met1.png
The bar under the picture is 20 µm long. Supply wires on this layer in grey.
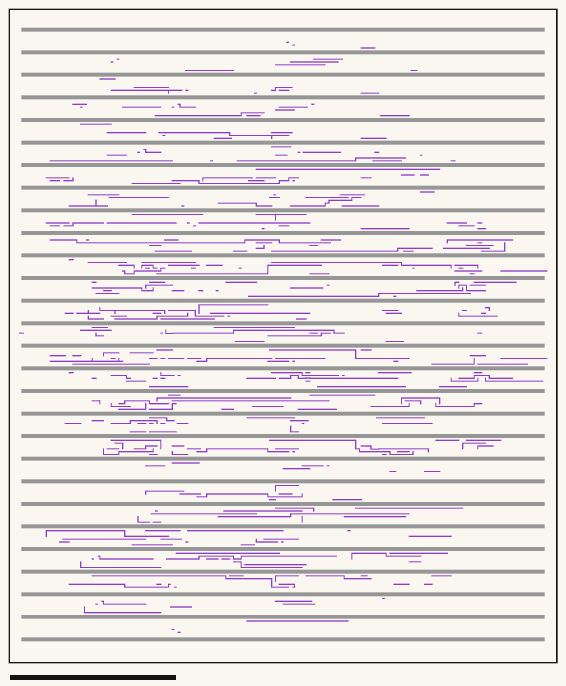
final_congestion.png
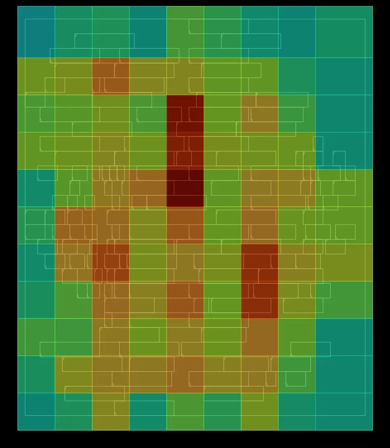
met2.png
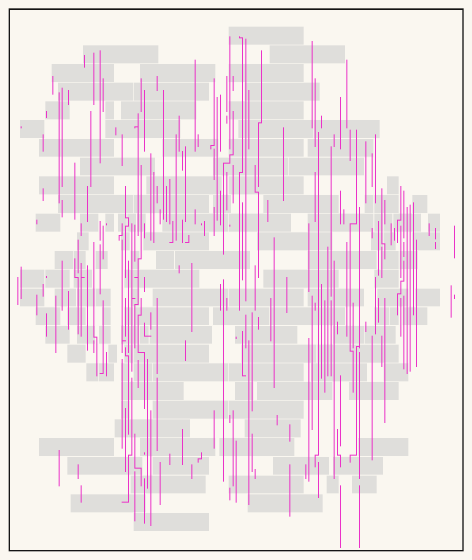
cell_classes.png
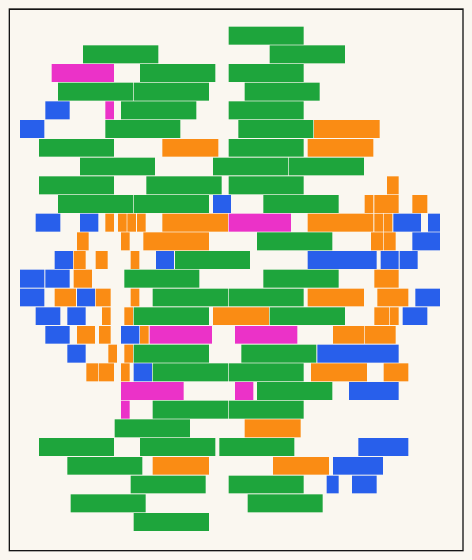
<file path="config.mk">
export PLATFORM = sky130hd
export DESIGN_NAME = tile_seq_buffer
export DESIGN_NICKNAME = d
export VERILOG_FILES = /design/src/rtl/tile_pkg.sv /design/src/rtl/tile_seq_buffer.sv
export SDC_FILE = /design/constraint.sdc
export NUM_CORES = 1
export LEC_CHECK = 0
export CAP_MARGIN = 20
export CORE_ASPECT_RATIO = 1.2
export CORE_UTILIZATION = 40
export CTS_BUF_LIST = sky130_fd_sc_hd__clkbuf_16
export DETAILED_ROUTE_END_ITERATION = 10
export PLACE_DENSITY_LB_ADDON = 0.25
export SLEW_MARGIN = 20
export SYNTH_ARGS = -nofsm -noshare
export SYNTH_HDL_FRONTEND = slang
export SYNTH_SLANG_ARGS = --single-unit
</file>
<file path="constraint.sdc">
create_clock -name clk_i -period 1.8 [get_ports clk_i]
set_input_delay 0.27 -clock clk_i [delete_from_list [all_inputs] [get_ports clk_i]]
set_output_delay 0.27 -clock clk_i [all_outputs]
set_load 0.02 [all_outputs]
</file>
<file path="src/rtl/tile_pkg.sv">
// Shared types for the tile-flip game sequence checker.
package tile_pkg;

  localparam int unsigned TILE_W = 3;

  typedef logic [TILE_W-1:0] tile_t;

  typedef enum logic [2:0] {
    StIdle,
    StCapture,
    StShow,
    StGap,
    StInput,
    StCheckEnd,
    StWin,
    StFail
  } tile_state_t;

  // Largest of three cycle counts; sizes the shared dwell counter.
  function automatic int unsigned max3(input int unsigned a, input int unsigned b,
                                       input int unsigned c);
    int unsigned m;
    m = (a > b) ? a : b;
    return (m > c) ? m : c;
  endfunction

endpackage

</file>
<file path="src/rtl/tile_seq_buffer.sv">
// Tile sequence storage: one synchronous write port, one combinational read port.
// Contents are not reset; the checker only reads entries it has already written.
module tile_seq_buffer
  import tile_pkg::*;
#(
  parameter int unsigned Depth = 16,
  localparam int unsigned AddrW = (Depth > 1) ? $clog2(Depth) : 1
) (
  input  logic             clk_i,
  input  logic             we_i,
  input  logic [AddrW-1:0] waddr_i,
  input  tile_t            wdata_i,
  input  logic [AddrW-1:0] raddr_i,
  output tile_t            rdata_o
);

  tile_t mem_q [Depth];

  // Write the captured tile into its slot.
  always_ff @(posedge clk_i) begin
    if (we_i) begin
      mem_q[waddr_i] <= wdata_i;
    end
  end

  assign rdata_o = mem_q[raddr_i];

endmodule

</file>
==> run summary <==
Implementation progress

Checking hold timing, the worst path is listed with class in2reg. The first global-routing pass estimated around 5700 µm of wire. The relative max-transition margin stands at between 60 and 70%. After detailed routing, the number of remaining DRC violations is 0. The synthesized design devotes to its leading area cell type 73.8% of total area. Per report_power, the clock group accounts for 36.8% of the total. The post-synthesis to final-layout area growth stands at 28.5%. The switching component of the power was reported as about 0.45 mW. The switching power share of the total stands at between 10% and 20%. The layout net count stands at 149. After layout, the design draws a total of roughly 2.3 mW. The number of global-route vias before repair stands at around 1,100. Setup repair after global routing could not meet its margin everywhere. The slowest stage of the critical path is the sky130_fd_sc_hd__mux4_2 cell. In this run the power density over the cells is a little over 900 mW/mm². Data arrives at the worst endpoint at roughly 1.6 ns.

The clock distribution area overhead in the final layout stands at between 5 and 6%. The post-synth register bit count is about 48. For this design, the CTS-stage hold fixing added 0 buffers.

Counting buffers and inverters, the worst setup path is 4 cells deep. The cell count after placement stands at 183. Looking at hold timing, the worst path starts from waddr_i[3].

The largest cell class by area is registers. The power report attributes to the combinational group a share of just over 9%. The clock transition time at the flip-flop clock pins of the worst setup and hold paths stands at roughly 0.060 ns. In the detailed route, the total length drawn on met2 is between 1500 and 2000 µm. The clock buffer count from CTS stands at 5. The XOR/XNOR share of the synthesized area stands at 0%. The maximum cell stage delay along the critical path stands at between 0.5 and 0.6 ns. The count of warnings emitted by yosys stands at 0.

Among cell families on the critical path, the largest total delay comes from multiplexers. The number of inserted diodes stands at 0. The static leakage power stands at between 0.8 and 0.9 nW. The horizontal extent of the die stands at 65.8 µm. The post-placement cell area is 0.00227 mm². Signal routing reaches up to met4. The sum of net half-perimeters after detailed placement stands at 2400 µm.

On the final layout, the worst hold slack is about 0.87 ns. The largest fanout on the critical path stands at 1. The largest part of the power goes to registers. TritonCTS built the clock tree.

In the final report, the number of hold violations comes to 0. Registers take 0.00144 mm². The number of unique standard cell types used by synthesis stands at 15. Across the placement rows, the number of tap cells is 58. The area share of and/or/nand/nor cells after synthesis stands at 8.59%. The area of the die stands at ~0.0052 mm². For reference, the critical path is captured by rdata_o[1]. The post-route minimum period stands at 1.83 ns. The worst setup path is of the reg2out kind.

The met3 routed wirelength stands at slightly above 100 µm. The number of DRC markers after the initial detailed-route iteration stands at 30. Dividing the synthesized area by the synthesized cell count gives between 15 and 20 µm².

The script reports the combined buffer and inverter count of the critical path as 1. The number of cells in Yosys stat stands at 100. For this run, the register share of the synthesized area comes to between 70% and 80%.

The clock H-tree reported by CTS has 2 levels. Per STA, the worst path is made up of mux4_2, a22oi_2, nand3_1, buf_2. The floorplan step set the die height to 78.5 µm. In this run, the synthesized area fraction spent on adder and majority cells is recorded as 0%.

Before any placement, the netlist area is recorded as about 0.0020 mm². The registers reported with the highest flop counts are mem_q x48. Per the post-place timing report, worst setup slack is -0.828 ns. The register with the most flip-flops in the final layout is mem_q. The flow reports an fmax of between 0.5 and 0.6 GHz. The total number of clock tree sinks stands at 48. Per the synthesis report, the dominant area consumer among library cells is sky130_fd_sc_hd__edfxtp_1. The number of buffers inserted by port buffering stands at 15.

The worst setup path is captured at an output pin. The buffer count excluding the clock tree in the final layout stands at 31. Pins over their slew limit in the final report were tallied at 0.

The area fraction in compound gates stands at 1.41%. After global routing the overflow that remains totals 0. Per the layout area report, the combinational gate area comes to between 500 and 600 µm². The worst hold path terminates at mem_q[1][0]$_DFFE_PP_.

In the per-layer breakdown of the detailed-route log, met1 shows roughly 1500 µm. The clock-net power stands at about 0.85 mW. The total tool warning count stands at 28. Of the total power, registers draw 54.2%.

The layout inverter count without the clock tree stands at 0. The clock buffer count stands at 5. Per the final report, the share of cell area in non-clock buffers is 13.8%. There are 48 flip-flops and latches. The synthesized instance count is about 100. The number of nets produced by synthesis stands at roughly 110. The power report lists cell-internal power as 1.87 mW. The final timing report counts setup violations totalling 3.

Global route summary, busiest routing layer listed as met2. The worst setup path is launched from a register. Using the TritonRoute via totals, the vias-per-cell ratio works out to 5.25. The checks that failed: setup timing. The final worst-path cycle share stands at 102%.

The number of non-filler instances in the completed layout stands at approximately 200. The number of antenna violations at the first check in global routing stands at 0. In the final layout, the share of cells above drive strength 1 is slightly below 30%. Summed over all failing endpoints, the final setup total negative slack is -0.0843 ns. The share of the core filled by cells before placement stands at between 40% and 50%. The run finished, with violations left. The OpenROAD report gives the critical path a required time of 1.53 ns. The largest buffer count on any clock path stands at 2. For this design the top-level I/O count stands at 16.

The run reported a max-capacitance violation count of 0. Per the gpl log, the routability congestion estimate is roughly 0.77. The layout filler cell count stands at 351. Post-CTS repair ended up resizing 31 cells. Multi-input gates account for 20.3% of the area. Once routing completed, OpenROAD measured the worst setup slack at -0.0340 ns.
-- met1.png (at the start) --
nets with wire on the layer: 133
wire length on this layer: 1,470 µm
share of all routed wire: 43%
main direction: horizontal
wire length reported by the detailed router: 3450 µm
global-route met1 utilization: 20.1%
overall via count from detail_route: 1,024

-- final_congestion.png (at the start) --
global-route total usage across every layer: 16.0%
share of the core filled with cells: 54.2%
GRT met3 Usage: 3.92%

-- met2.png (at the start) --
nets with wire on the layer: 135
wire length on this layer: 1,810 µm
grt met2 use: 25.8%

-- cell_classes.png (at the start) --
| colour | class | cells | share of their area |
|---|---|---|---|
| blue | other buffers and delay cells | 31 | 14% |
| magenta | clock drivers and dummy loads | 8 | 5.8% |
| green | flip-flops | 48 | 59% |
| orange | all other logic | 50 | 21% |
Non-Filler Cell Area, Final: 0.00251 mm²
fraction of standard cell area that is sequential: 57.5%
Core Footprint: 0.00463 mm²
site row count: 27

==> cell usage after synthesis <==
master	instances
sky130_fd_sc_hd__nor2_1	13
sky130_fd_sc_hd__nor3_1	4
sky130_fd_sc_hd__nor2b_1	2
sky130_fd_sc_hd__clkbuf_1	1
sky130_fd_sc_hd__nand3b_1	2
sky130_fd_sc_hd__buf_6	1
sky130_fd_sc_hd__nand2_1	4
sky130_fd_sc_hd__mux4_2	4
sky130_fd_sc_hd__mux4_1	8
sky130_fd_sc_hd__nand2b_1	2
sky130_fd_sc_hd__nand3_1	7
sky130_fd_sc_hd__a22oi_1	2
sky130_fd_sc_hd__edfxtp_1	48
sky130_fd_sc_hd__or3b_2	1
sky130_fd_sc_hd__a22oi_2	1
Power is estimated from default activity; no workload was simulated.
